[config.mk]
export PLATFORM = sky130hd
export DESIGN_NAME = matrix_scan_ctrl
export DESIGN_NICKNAME = d
export VERILOG_FILES = /design/src/rtl/matrix_pkg.sv /design/src/rtl/matrix_bank.sv /design/src/rtl/matrix_scan_ctrl.sv
export SDC_FILE = /design/constraint.sdc
export NUM_CORES = 1
export LEC_CHECK = 0
export CAP_MARGIN = 5
export CORE_ASPECT_RATIO = 1.1
export CORE_MARGIN = 4
export CORE_UTILIZATION = 50
export CTS_CLUSTER_SIZE = 20
export DETAILED_ROUTE_END_ITERATION = 8
export MAX_ROUTING_LAYER = met4
export PLACE_DENSITY = 0.67
export SLEW_MARGIN = 20
export SYNTH_ARGS = -nofsm -noshare
export SYNTH_HDL_FRONTEND = slang
export SYNTH_SLANG_ARGS = --single-unit
[constraint.sdc]
create_clock -name clk -period 2.8 [get_ports clk]
set_clock_uncertainty 0.1 [all_clocks]
set_input_delay 0.84 -clock clk [delete_from_list [all_inputs] [get_ports clk]]
set_output_delay 0.84 -clock clk [all_outputs]
set_load 0.03 [all_outputs]
[src/rtl/matrix_pkg.sv]
// matrix_pkg: shared sizes, types and scan states for the LED matrix
package matrix_pkg;
  localparam int NCOL = 16;
  localparam int NROW = 8;
  typedef logic [3:0] col_idx_t;
  typedef logic [NROW-1:0] row_pat_t;
  typedef enum logic {BLANK, SHOW} scan_state_t;
endpackage

[src/rtl/matrix_bank.sv]
// matrix_bank: two 16x8 frame banks, one write port, combinational front-bank read
module matrix_bank
  import matrix_pkg::*;
(
  input  logic     clk,
  input  logic     rst,
  input  logic     wr_en,
  input  logic     wr_bank,
  input  col_idx_t wr_col,
  input  row_pat_t wr_data,
  input  logic     rd_bank,
  input  col_idx_t rd_col,
  output row_pat_t rd_data
);
  logic [1:0][NCOL-1:0][NROW-1:0] mem_q;
  assign rd_data = mem_q[rd_bank][rd_col];
  // reset clears both banks and wins over a write in the same cycle
  always_ff @(posedge clk)
    if (rst) mem_q <= '0;
    else if (wr_en) mem_q[wr_bank][wr_col] <= wr_data;
endmodule

[src/rtl/matrix_scan_ctrl.sv]
// matrix_scan_ctrl: column scan sequencer with blanking, dwell and tear-free bank swap
module matrix_scan_ctrl
  import matrix_pkg::*;
#(
  parameter int DWELL     = 1000,
  parameter int BLANK_CYC = 2
) (
  input  logic     clk,
  input  logic     rst,
  input  logic     wr_en,
  input  col_idx_t wr_col,
  input  row_pat_t wr_data,
  input  logic     swap_req,
  output logic     swap_ack,
  output col_idx_t col_sel,
  output logic     col_en,
  output row_pat_t row,
  output logic     frame_start
);
  localparam int CMAX = DWELL > BLANK_CYC ? DWELL : BLANK_CYC;
  localparam int CW = CMAX > 1 ? $clog2(CMAX) : 1;
  scan_state_t state_q, state_d;
  logic [CW-1:0] cnt_q, cnt_d;
  col_idx_t col_q, col_d;
  row_pat_t row_q, row_d, rd_data;
  logic front_q, front_d, ack_q, ack_d, en_q, en_d, fs_q, fs_d;
  logic blank_done, show_done, swap_now;
  matrix_bank u_bank (
    .clk(clk), .rst(rst),
    .wr_en(wr_en), .wr_bank(~front_q), .wr_col(wr_col), .wr_data(wr_data),
    .rd_bank(front_q), .rd_col(col_q), .rd_data(rd_data)
  );
  assign blank_done = state_q == BLANK && cnt_q == CW'(BLANK_CYC - 1);
  assign show_done  = state_q == SHOW && cnt_q == CW'(DWELL - 1);
  assign swap_now   = show_done && col_q == col_idx_t'(NCOL - 1) && swap_req;
  // next state, counters, swap decision and registered output values
  always_comb begin
    state_d = blank_done ? SHOW : show_done ? BLANK : state_q;
    cnt_d   = blank_done || show_done ? '0 : cnt_q + CW'(1);
    col_d   = show_done ? col_q + col_idx_t'(1) : col_q;
    front_d = front_q ^ swap_now;
    ack_d   = swap_now;
    fs_d    = blank_done && col_q == '0;
    en_d    = state_d == SHOW;
    row_d   = blank_done ? rd_data : show_done ? '0 : row_q;
  end
  // state and output registers, all cleared by reset
  always_ff @(posedge clk)
    if (rst) begin
      state_q <= BLANK;
      cnt_q   <= '0;
      col_q   <= '0;
      front_q <= 1'b0;
      ack_q   <= 1'b0;
      en_q    <= 1'b0;
      fs_q    <= 1'b0;
      row_q   <= '0;
    end else begin
      state_q <= state_d;
      cnt_q   <= cnt_d;
      col_q   <= col_d;
      front_q <= front_d;
      ack_q   <= ack_d;
      en_q    <= en_d;
      fs_q    <= fs_d;
      row_q   <= row_d;
    end
  assign swap_ack    = ack_q;
  assign col_sel     = col_q;
  assign col_en      = en_q;
  assign row         = row_q;
  assign frame_start = fs_q;
endmodule

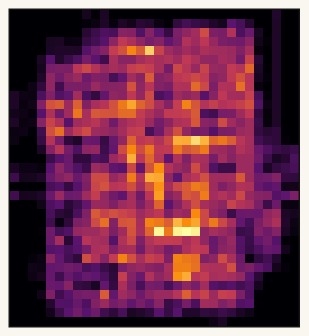
Fig. 1. Routed metal per tile.
The die is cut into 32 by 35 equal tiles; black is low, pale yellow is high, scaled to the fullest tile. Values are wire area over tile area, all layers added.
The mean over all tiles is 0.20. The fullest tile reaches 0.70. 16% of the tiles are over half the peak. The densest ninth of the die: middle. 20% of the tiles are nearly empty.
Routed WL per cell: 20.5 um
final WL: 33800 um

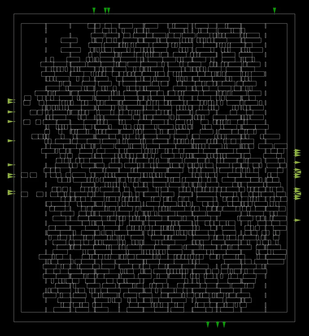
Fig. 2. Cell outlines without signal wires.
total core area: 24500 um2
non-filler cells, final: 1651
Seq area share: 39.1%
row count: 60

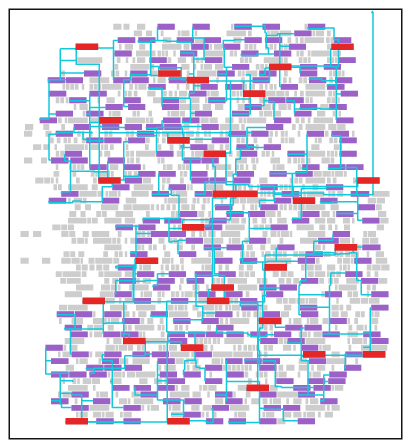
Fig. 3. Clock distribution.
Key: purple = flip-flops [count 282]; cyan = clock wires [length 3430 um]; red = clock drivers [count 29]
Position of the flops: all over the die.
Clk. pwr: 0.00399 W
Clk network pwr share: 46.9%
latest clock arrival within the worst-skew pair: 540 ps

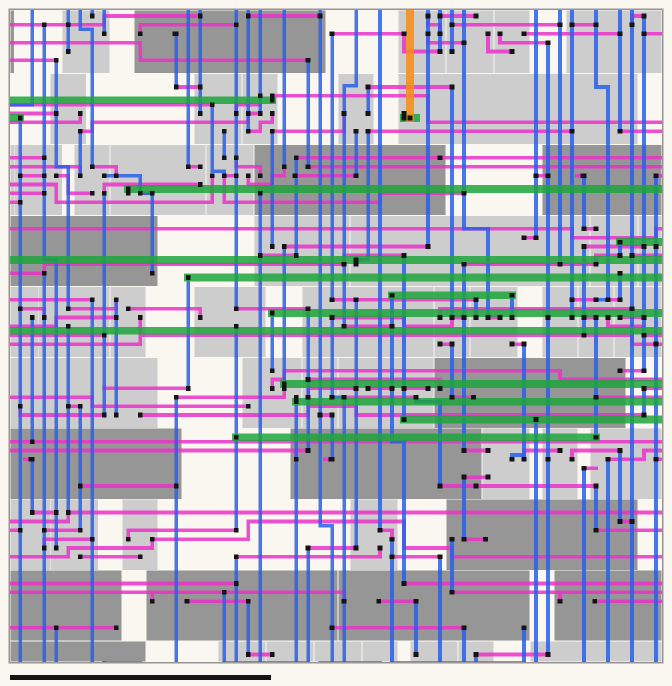
Fig. 4. Close-up of the layout.
The bar under the picture is 10 um long. Window x 67 to 92, y 40 to 65 um. Cells in grey, sequential cells in the stronger grey; small squares are vias.
Key: blue = metal 2; green = metal 3; orange = metal 4; magenta = metal 1
Sequential cells in the window: 12. Most frequent: dfxtp_1 (12), nand2_1 (8), a21oi_1 (7). Netlist names of flops here include u_bank.mem_q (12). 47 logic cells have their middle in the window.

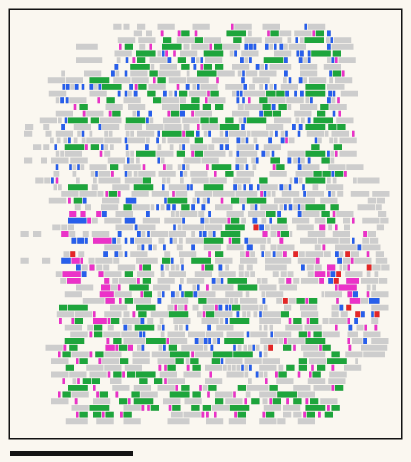
Fig. 5. Gate families picked out.
The bar under the picture is 50 um long.
Key: blue = nand cells [cells 257]; red = and/or cells [cells 12]; magenta = nor cells [cells 184, where all over the die]; green = mux cells [cells 216]
Top cell excl fill/tap: dfxtp_1
combinational share of cell area: 43.8%

[flip-flops by register name (all words and copies together), names as in the netlist]
| register | cells |
|---|---|
| row | 8 |
| cnt_q | 10 |
| frame_start | 1 |
| u_bank.mem_q | 256 |
| col_sel | 4 |
| front_q | 1 |
| col_en | 1 |
| swap_ack | 1 |
[metrics by stage]
stage | power, W | std cells | worst slack [ps] | util (%)
floorplan | 0.00443 | 1297 | 578 | -
global placement | 0.00460 | 1598 | 8.22 | 54.9
detailed placement | 0.00460 | 1598 | -34.8 | 54.9
CTS | 0.00855 | 1650 | 115 | 58.9
global route | 0.00875 | 1651 | 65.5 | 58.9
finish | 0.00850 | 1651 | 133 | 58.9
[final cells by class]
cell class | instances | area (um2) | area share (%)
clock inverters | 10 | 128 | 0.882
clock buffers | 42 | 855 | 5.91
repair buffers | 104 | 1090 | 7.56
multi-input cells | 898 | 6330 | 43.8
diodes | 1 | 2.50 | 0.0173
inverters | 4 | 15.0 | 0.104
flip-flops and latches | 282 | 5650 | 39.1
well taps | 310 | 388 | 2.68
[logic make-up after synthesis]
group | Yosys count
XOR/XNOR | 10
buffers and inverters | 117
adder cells (fa/ha/maj) | 4
AND/OR/NAND/NOR | 453
flip-flops | 282
AND-OR/OR-AND | 215
multiplexers | 216
[metal layers]
metal / part of all wire (%) / global-route usage [%] / vias to the layer above
met5: 0 / - / -
met4: 2.1 / 5.61 / 0
met3: 7.0 / 3.98 / 48
met2: 47 / 39.3 / 357
met1: 44 / 33.1 / 4841
li1: - / - / 4625
[report_power, final]
part | internal (W) | switching, W
sequential | 0.00405 | 0.0000258
combinational | 0.000137 | 0.000308
clock | 0.00238 | 0.00161
==> flow_summary.ini <==
; flow metrics
[status]
status = complete, no violations

[yosys]
avgSynthCellArea_um2 = 9.67
fp_nets = 1317
adder_share_pct = 0.399
topCombFamilyByArea = multiplexers
ys_seq_share_pct = 45.0
topCellsByArea = dfxtp_1 (45%), mux2i_1 (12%), mux4_2 (11%)
top_cell = dfxtp_1
ys.flops = 282
edf_count = 0
synthXorXnorAreaFrac_pct = 0.699

[worst_setup_path]
r2r-end = row[2]$_SDFFE_PP0P_
worstSetupPathType = reg2out
r2r_cells = 6
crit_fanout = 7
path_cells = clkdlybuf4s50_1
worstPathArrival_ps = 1730

[global_routing]
grt_overflow = 0

[drt]
drc = 0
viasPerCell = 5.98
dr_total_vias = 9871

[cells_and_area]
drive_gt1_share_pct = 16.4
most-common-layout-cells = dfxtp_1 (279), mux2i_1 (152), nor2_1 (151)
fillCellCount = 2100

[sta]
worst_pin_slew_ps = 732
finalSetupViolCount = 0

[placement]
dp_hpwl_um = 21500
dpl-instance-area_um2 = 13500

[cts]
cts_max_level = 1
cts_made_buffers = 29

[floorplan]
fp_util_pct = 51.1

[power]
p_per_area_nw_per_um2 = 588
leakage_nw = 5.13
ir_drop_uv = 506

[worst_hold_path]
holdPathStages = 2
No activity file was given, so power comes from the tool's default toggle rates.
